--- src/rtl/int_event_latch.sv ---
// Interrupt event latch: synchronizes 16 raw event lines, latches edge/level detects as pending
// bits for the interrupt controller and records events lost while a bit was already pending.
module int_event_latch (
    input  logic        Clk,
    input  logic        Reset,
    input  logic [3:0]  Addr,
    output logic [15:0] DataRd,
    input  logic [15:0] DataWr,
    input  logic        En,
    input  logic        Rd,
    input  logic        Wr,
    input  logic [15:0] Events,
    input  logic [15:0] IntReset,
    output logic [15:0] IntStatus
);

    localparam logic [3:0] AddrModeLo  = 4'd0;
    localparam logic [3:0] AddrModeHi  = 4'd1;
    localparam logic [3:0] AddrEnable  = 4'd2;
    localparam logic [3:0] AddrPending = 4'd3;
    localparam logic [3:0] AddrOverrun = 4'd4;

    localparam logic [1:0] ModeRise  = 2'b00;
    localparam logic [1:0] ModeFall  = 2'b01;
    localparam logic [1:0] ModeBoth  = 2'b10;
    localparam logic [1:0] ModeLevel = 2'b11;

    logic [15:0] modeLo;
    logic [15:0] modeHi;
    logic [15:0] enable;
    logic [15:0] pending;
    logic [15:0] overrun;

    logic [15:0] sync1;
    logic [15:0] sync2;
    logic [15:0] prev;

    logic [3:0]  addrSync;
    logic        enSync;
    logic        wrSync;
    logic        wrSyncPrev;
    logic        writeCommit;

    logic [31:0] modeAll;
    logic [15:0] rawDetect;
    logic [15:0] detect;
    logic [15:0] levelMode;
    logic [15:0] overrunSet;
    logic [15:0] overrunClr;

    // Read strobe has no side effects; it is accepted but not used.
    logic unusedRd;
    assign unusedRd = Rd;

    assign modeAll     = {modeHi, modeLo};
    assign writeCommit = wrSync & ~wrSyncPrev & enSync;

    always_comb begin
        rawDetect = '0;
        levelMode = '0;
        for (int ch = 0; ch < 16; ch++) begin
            unique case (modeAll[2*ch +: 2])
                ModeRise:  rawDetect[ch] = sync2[ch] & ~prev[ch];
                ModeFall:  rawDetect[ch] = ~sync2[ch] & prev[ch];
                ModeBoth:  rawDetect[ch] = sync2[ch] ^ prev[ch];
                ModeLevel: begin
                    rawDetect[ch] = sync2[ch];
                    levelMode[ch] = 1'b1;
                end
            endcase
        end
    end

    assign detect = rawDetect & enable;

    // A clear pulse coinciding with a detect consumes the old event, so it is not an overrun.
    assign overrunSet = detect & pending & ~IntReset & ~levelMode;
    assign overrunClr = (writeCommit && (addrSync == AddrOverrun)) ? DataWr : 16'h0000;

    always_ff @(posedge Clk or posedge Reset) begin
        if (Reset) begin
            modeLo     <= '0;
            modeHi     <= '0;
            enable     <= '0;
            pending    <= '0;
            overrun    <= '0;
            sync1      <= '0;
            sync2      <= '0;
            prev       <= '0;
            addrSync   <= '0;
            enSync     <= 1'b0;
            wrSync     <= 1'b0;
            wrSyncPrev <= 1'b0;
        end else begin
            sync1      <= Events;
            sync2      <= sync1;
            prev       <= sync2;
            addrSync   <= Addr;
            enSync     <= En;
            wrSync     <= Wr;
            wrSyncPrev <= wrSync;
            pending    <= detect | (pending & ~IntReset);
            overrun    <= (overrun & ~overrunClr) | overrunSet;
            if (writeCommit) begin
                case (addrSync)
                    AddrModeLo: modeLo <= DataWr;
                    AddrModeHi: modeHi <= DataWr;
                    AddrEnable: enable <= DataWr;
                    default: ;
                endcase
            end
        end
    end

    always_comb begin
        DataRd = 16'h0000;
        case (Addr)
            AddrModeLo:  DataRd = modeLo;
            AddrModeHi:  DataRd = modeHi;
            AddrEnable:  DataRd = enable;
            AddrPending: DataRd = pending;
            AddrOverrun: DataRd = overrun;
            default:     DataRd = 16'h0000;
        endcase
    end

    assign IntStatus = pending;

endmodule

--- config.mk ---
export PLATFORM = sky130hd
export DESIGN_NAME = int_event_latch
export DESIGN_NICKNAME = d
export VERILOG_FILES = /design/src/rtl/int_event_latch.sv
export SDC_FILE = /design/constraint.sdc
export NUM_CORES = 1
export LEC_CHECK = 0
export CORE_MARGIN = 2
export CORE_UTILIZATION = 50
export DETAILED_ROUTE_END_ITERATION = 7
export PLACE_DENSITY = 0.78
export SYNTH_ARGS = -nofsm -noshare
export SYNTH_HDL_FRONTEND = slang
export SYNTH_SLANG_ARGS = --single-unit
--- constraint.sdc ---
create_clock -name Clk -period 5.2 [get_ports Clk]
set_input_delay 1.04 -clock Clk [delete_from_list [all_inputs] [get_ports Clk]]
set_output_delay 1.04 -clock Clk [all_outputs]
set_load 0.02 [all_outputs]
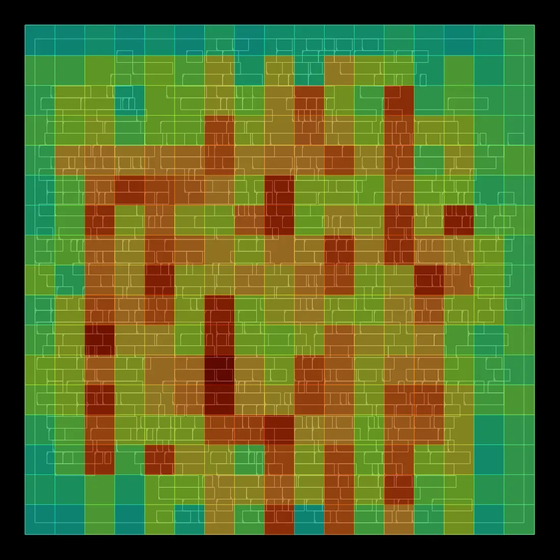
**Above:** routing congestion.
post-DR wirelength/cell: 19.3 um
Top Usage Layer GRT: met2
met3 Usage GRT: 5.93%
Post-Route Utilization: 65.0%
Tot GR Track Use: 23.4%

==> Slide: Implementation Results <==
Key Metrics from the Run

Run status
  – Run status: complete, no violations

STA
  – Setup_tns: 0 ns
  – Final setup violation count: 0
  – RSZ-0062 raised after global routing: no
  – Worst hold margin: about 0.35 ns
  – Final period utilization: 85.1%
  – Setup Skew: slightly above 0.006 ns

Min path
  – Hold Path Class: reg2reg
  – WHS Path Cells: 0

Drt
  – DR iter-0 viols: 342
  – Final ANT Viol Nets: 0
  – DRC Markers: 0

Setup path
  – CP endpoint kind: output pin
  – Crit path kind: in2out
  – Slowest stage cell, crit path: clkdlybuf4s50_1
  – Reg-to-reg startpoint: addrSync[0]
  – Crit path max-delay family: buffers and inverters

Logic synthesis
  – Synth top cell by count: dfrtp_1
  – Synth Flop Type: dfrtp_1
  – Ys async rst share: 100%
  – Synth warnings: 0

GRT
  – Grt total ovfl: 0
  – Vias in the first global route: around 5k
  – First-pass GRT wire length: 25,000 um
  – Global Route met1 Usage: about 29%
  – GRT met2 Usage: 39.8%

Clock tree
  – Clk_lat worst skew: around 0.42 ns
  – Reg clk slew, reported paths: ~0.060 ns
  – CTS Buf Count: 17

Floorplan
  – Fp util: 51.2%
  – Row count: 41
  – Chip Height: between 100 and 150 um

Placed design
  – Post-Place Cell Area: roughly 7500 sq um
  – Placed cell count: 762
  – HPWL after DPL: 10,100 um

Pwr
  – Pwr/cell area: roughly 410 nW/um^2
  – Max IR drop VDD: between 0.0003 and 0.0004 V
  – Overall Power: ~3.4 mW

Job
  – Max Cap Viol: 0

Layout
  – Final net count: between 600 and 700
  – Design Area, Final: approximately 8200 sq um
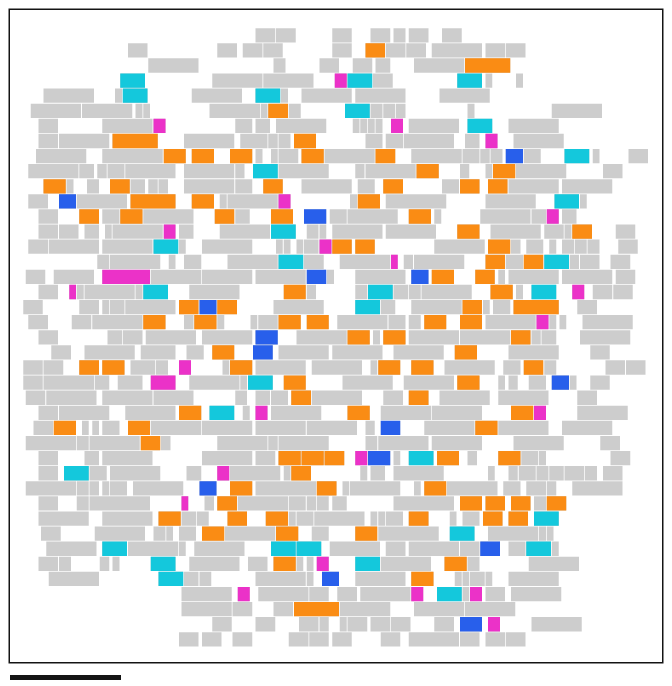
**Above:** gate-type map.
The bar under the picture is 20 um long.
Key: blue = AND-OR and OR-AND gates [cells 15]; magenta = NOR gates [cells 25]; orange = multiplexers [cells 96]; cyan = adder and majority cells [cells 32, where spread over the die]
logic share of the area: 34.3%
most frequent logic cell in the layout: dfrtp_1
Layout Cells excl Fill: 794

-- per-layer routing --
layer / routed length (um) / vias to the layer above
li1: - / 2065
met1: 6330 / 2342
met2: 7860 / 143
met3: 918 / 26
met4: 246 / 0
met5: 0 / -
-- placed cells by master (no fill, tap or decap), types with 2 or more instances in the layout --
cell type	instances
a211oi_1	5
a221o_1	4
a22o_1	7
a31oi_1	10
and2_1	2
and4b_1	8
buf_4	4
bufinv_16	6
clkbuf_16	17
clkdlybuf4s50_1	87
clkinv_4	4
clkinvlp_4	3
dfrtp_1	135
ha_1	32
inv_1	43
mux2_1	20
mux2_2	35
mux2i_1	36
mux4_2	5
nand2_1	33
nand2b_1	8
nand3_1	20
nand4_1	5
nand4b_1	2
nor2_1	3
nor2b_1	19
o2111a_1	4
o211ai_1	8
o21ai_0	7
o221ai_1	16
o2bb2ai_1	10
o31ai_1	4
or2_2	4
-- registers in the layout, indices dropped and copies added (netlist names) --
signal,cells
wrSyncPrev,1
modeLo,16
enSync,1
prev,16
sync1,16
modeHi,16
sync2,16
IntStatus,16
addrSync,4
enable,16
wrSync,1
overrun,16
-- final cells by class --
| cell class | instances | area, sq um |
|---|---|---|
| fillers | 926 | 4400 |
| flip-flops and latches | 135 | 3380 |
| multi-input cells | 319 | 2810 |
| repair buffers | 92 | 921 |
| clock buffers | 18 | 439 |
| clock inverters | 14 | 246 |
| well taps | 172 | 215 |
| inverters | 44 | 168 |
-- kinds of logic after synthesis --
logic type               share of synthesized area [%]
AND-OR/OR-AND                                     9.53
adder cells (fa/ha/maj)                           6.22
buffers and inverters                             3.89
flip-flops                                        52.5
multiplexers                                      17.0
AND/OR/NAND/NOR                                   10.9
-- where the power goes --
part,switching [mW],internal (mW)
logic,0.263,0.326
clock network,0.466,0.916
registers,0.180,1.22
total,0.908,2.47
No activity file was given, so power comes from the tool's default toggle rates.
